File: src/rtl/seg_pkg.sv
// Shared types and segment encoding for the digit writer.
// Patterns are active-low, bit6=a ... bit0=g.
package seg_pkg;

   typedef enum logic [1:0] {IDLE, CONV, WRITE} state_t;

   localparam int         NUM_DIGITS = 5;
   localparam logic [6:0] SEG_BLANK  = 7'b1111111;
   localparam logic [6:0] SEG_DASH   = 7'b1111110;

   // Non-decimal nibbles should never appear; show a dash if one does.
   function automatic logic [6:0] seg_encode(input logic [3:0] d);
      case (d)
         4'd0:    return 7'b0000001;
         4'd1:    return 7'b1001111;
         4'd2:    return 7'b0010010;
         4'd3:    return 7'b0000110;
         4'd4:    return 7'b1001100;
         4'd5:    return 7'b0100100;
         4'd6:    return 7'b0100000;
         4'd7:    return 7'b0001111;
         4'd8:    return 7'b0000000;
         4'd9:    return 7'b0000100;
         default: return SEG_DASH;
      endcase
   endfunction

   localparam logic [6:0] SEG_ZERO = seg_encode(4'd0);

endpackage

File: src/rtl/seg_digit_writer_bcd_to_seg.sv
// Combinational BCD nibble to 7-segment pattern, with forced blank.
module bcd_to_seg
   import seg_pkg::*;
(
   input  logic [3:0] nib_i,
   input  logic       blank_i,
   output logic [6:0] seg_o
);

   assign seg_o = blank_i ? SEG_BLANK : seg_encode(nib_i);

endmodule

File: src/rtl/seg_digit_writer.sv
// Latches a 16-bit product, converts it to BCD by double-dabble, then
// writes the five digit patterns one per cycle on the shared segment bus.
module seg_digit_writer
   import seg_pkg::*;
#(
   parameter bit BLANK_LEADING = 1'b0
) (
   input  logic        clk,
   input  logic        rst,
   input  logic        start,
   input  logic [15:0] product,
   output logic        busy,
   output logic [6:0]  seg_out,
   output logic [2:0]  seg_mux_sel,
   output logic        done
);

   state_t      state_q, state_d;
   logic [19:0] bcd_q, bcd_d;
   logic [15:0] bin_q, bin_d;
   logic [3:0]  cnt_q, cnt_d;
   logic [2:0]  idx_q, idx_d;
   logic        busy_q, busy_d;
   logic        done_q, done_d;
   logic [2:0]  sel_q, sel_d;
   logic [6:0]  seg_q, seg_d;

   logic [19:0]           adj;
   logic [35:0]           shifted;
   logic [3:0]            nib;
   logic [NUM_DIGITS-1:0] nz;
   logic                  blank;
   logic [6:0]            seg_w;

   always_comb begin
      adj = bcd_q;
      nz  = '0;
      nib = 4'd0;
      for (int i = 0; i < NUM_DIGITS; i++) begin
         if (bcd_q[4*i +: 4] >= 4'd5) adj[4*i +: 4] = bcd_q[4*i +: 4] + 4'd3;
         nz[i] = |bcd_q[4*i +: 4];
         if (idx_q == 3'(i)) nib = bcd_q[4*i +: 4];
      end
   end

   assign shifted = {adj[18:0], bin_q, 1'b0};

   // A digit is leading when it and every digit above it are zero.
   assign blank = BLANK_LEADING && (idx_q != 3'd0) && ((nz >> idx_q) == '0);

   bcd_to_seg u_enc (
      .nib_i   (nib),
      .blank_i (blank),
      .seg_o   (seg_w)
   );

   always_comb begin
      state_d = state_q;
      bcd_d   = bcd_q;
      bin_d   = bin_q;
      cnt_d   = cnt_q;
      idx_d   = idx_q;
      busy_d  = busy_q;
      done_d  = 1'b0;
      sel_d   = sel_q;
      seg_d   = seg_q;
      case (state_q)
         IDLE: begin
            busy_d = 1'b0;
            if (start) begin
               bin_d   = product;
               bcd_d   = '0;
               cnt_d   = 4'd0;
               busy_d  = 1'b1;
               state_d = CONV;
            end
         end
         CONV: begin
            bcd_d = shifted[35:16];
            bin_d = shifted[15:0];
            cnt_d = cnt_q + 4'd1;
            if (cnt_q == 4'd15) begin
               idx_d   = 3'd0;
               state_d = WRITE;
            end
         end
         WRITE: begin
            done_d = 1'b1;
            sel_d  = idx_q;
            seg_d  = seg_w;
            idx_d  = idx_q + 3'd1;
            if (idx_q == 3'(NUM_DIGITS - 1)) begin
               idx_d   = 3'd0;
               state_d = IDLE;
            end
         end
         default: state_d = IDLE;
      endcase
   end

   always_ff @(posedge clk or posedge rst) begin
      if (rst) begin
         state_q <= IDLE;
         bcd_q   <= '0;
         bin_q   <= '0;
         cnt_q   <= '0;
         idx_q   <= '0;
         busy_q  <= 1'b0;
         done_q  <= 1'b0;
         sel_q   <= '0;
         seg_q   <= SEG_ZERO;
      end else begin
         state_q <= state_d;
         bcd_q   <= bcd_d;
         bin_q   <= bin_d;
         cnt_q   <= cnt_d;
         idx_q   <= idx_d;
         busy_q  <= busy_d;
         done_q  <= done_d;
         sel_q   <= sel_d;
         seg_q   <= seg_d;
      end
   end

   assign busy        = busy_q;
   assign done        = done_q;
   assign seg_mux_sel = sel_q;
   assign seg_out     = seg_q;

endmodule
File: config.mk
export PLATFORM = sky130hd
export DESIGN_NAME = seg_digit_writer
export DESIGN_NICKNAME = d
export VERILOG_FILES = /design/src/rtl/seg_pkg.sv /design/src/rtl/seg_digit_writer_bcd_to_seg.sv /design/src/rtl/seg_digit_writer.sv
export SDC_FILE = /design/constraint.sdc
export NUM_CORES = 1
export LEC_CHECK = 0
export ABC_CLOCK_PERIOD_IN_PS = 2830
export CAP_MARGIN = 20
export CORE_MARGIN = 2
export CORE_UTILIZATION = 50
export CTS_CLUSTER_SIZE = 24
export DETAILED_ROUTE_END_ITERATION = 8
export GPL_ROUTABILITY_DRIVEN = 0
export PLACE_DENSITY = 0.72
export SLEW_MARGIN = 20
export SYNTH_ARGS = -nofsm -noshare
export SYNTH_HDL_FRONTEND = slang
export SYNTH_HIERARCHICAL = 1
export SYNTH_SLANG_ARGS = --single-unit
File: constraint.sdc
create_clock -name clk -period 2.83 [get_ports clk]
set_input_delay 0.566 -clock clk [delete_from_list [all_inputs] [get_ports clk]]
set_output_delay 0.566 -clock clk [all_outputs]
set_load 0.03 [all_outputs]
==> images/logic_types.png <==
The bar under the picture is 20 µm long.
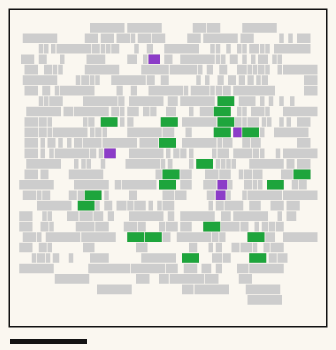
| family | colour | cells | most used |
|---|---|---|---|
| and/or cells | purple | 5 | or4_1 |
| fa/ha/maj cells | green | 21 | ha_1 |
Commonest Layout Cell: dfrtp_1
Comb/total area: 40.6%

==> images/wires.png <==
The bar under the picture is 20 µm long.
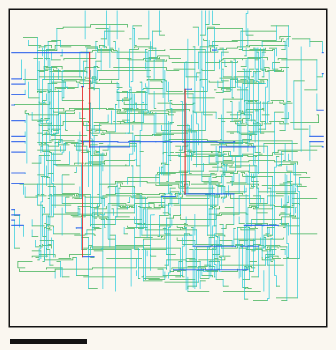
| layer | colour | wire length |
|---|---|---|
| metal 2 | cyan | 3010 µm |
| metal 1 | green | 2870 µm |
| metal 3 | blue | 194 µm |
| metal 4 | red | 95.9 µm |
Tot GR Track Use: 20.0%
routed wire length: 6180 µm
WL per Instance: 13.9 µm
vias after detailed routing: 2435

==> results_dict.tcl <==
# collected from the flow reports
set metrics [dict create \
    nFillCells 511 \
    top_register "bcd_q" \
    synth.avg_cell_area_um2 9.43 \
    synthTopLogicFamily "AND-OR/OR-AND gates" \
    ys_cells 324 \
    final.min_clock_period_ns 2.56 \
    critical_path_class "register to register" \
    start_kind "register" \
    max_freq_mhz 390 \
    maxCapViolCount 0 \
    ir_worst_vdd_mv 0.592 \
    synth_cell_types 42 \
    first_pass_iters 4 \
    hold_buffers 0 \
    fp.dieW_um 82.2 \
    inverters 19 \
    wl_met3_um 193 \
    drtAntennaViolNets 0 \
    nClkBuffers 10 \
    core_um2 5920 \
    core.rowCount 28 \
    p_int_uw 2710 \
    simple_gate_share_pct 16.7 \
    insertion_delay_ns 0.34 \
    gr-total-overflow 0 \
    drive_above_1_share_pct 7.57 \
    status "complete, no violations" \
    mux_share_pct 1.64 \
    drc 0 \
    synthArstFlopShare_pct 100 \
    met1_usage_pct 24.7 \
    nonClkBufAreaFrac_pct 10.5 \
]
==> images/congestion.png <==
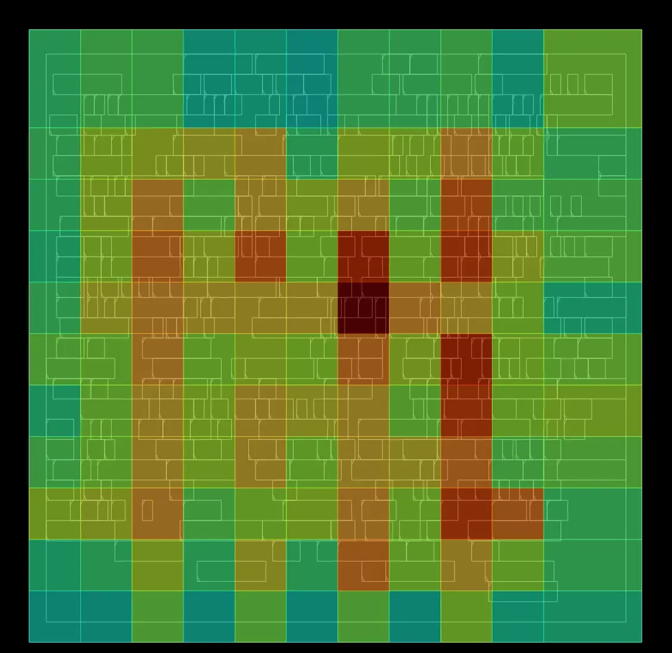
routing usage on met2: 33.7%
busiest grt layer: met2
met3 usage: 4.02%
Layout Utilization: 62.2%

==> images/detail.png <==
The bar under the picture is 5 µm long. Window x 31 to 51, y 48 to 68 µm. Cells in grey, sequential cells in the stronger grey; small squares are vias.
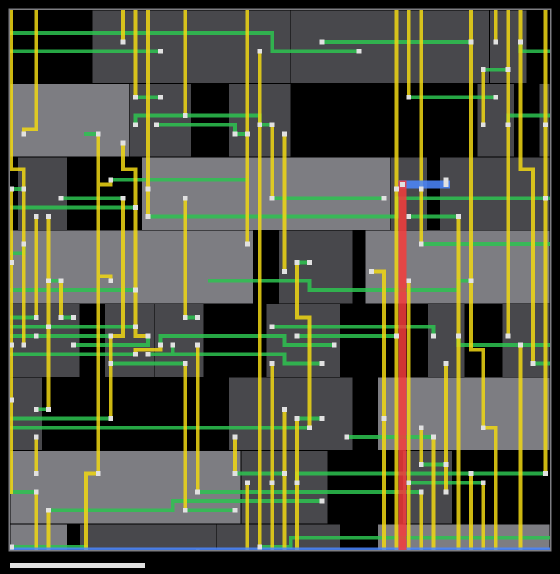
| layer | colour |
|---|---|
| metal 3 | blue |
| metal 4 | red |
| metal 2 | yellow |
| metal 1 | green |
netlist names of flops here include: state_q (2)
most frequent: dfrtp_1 (5), nand2_1 (4)
cells with their middle in the window: 24
sequential cells in the window: 5

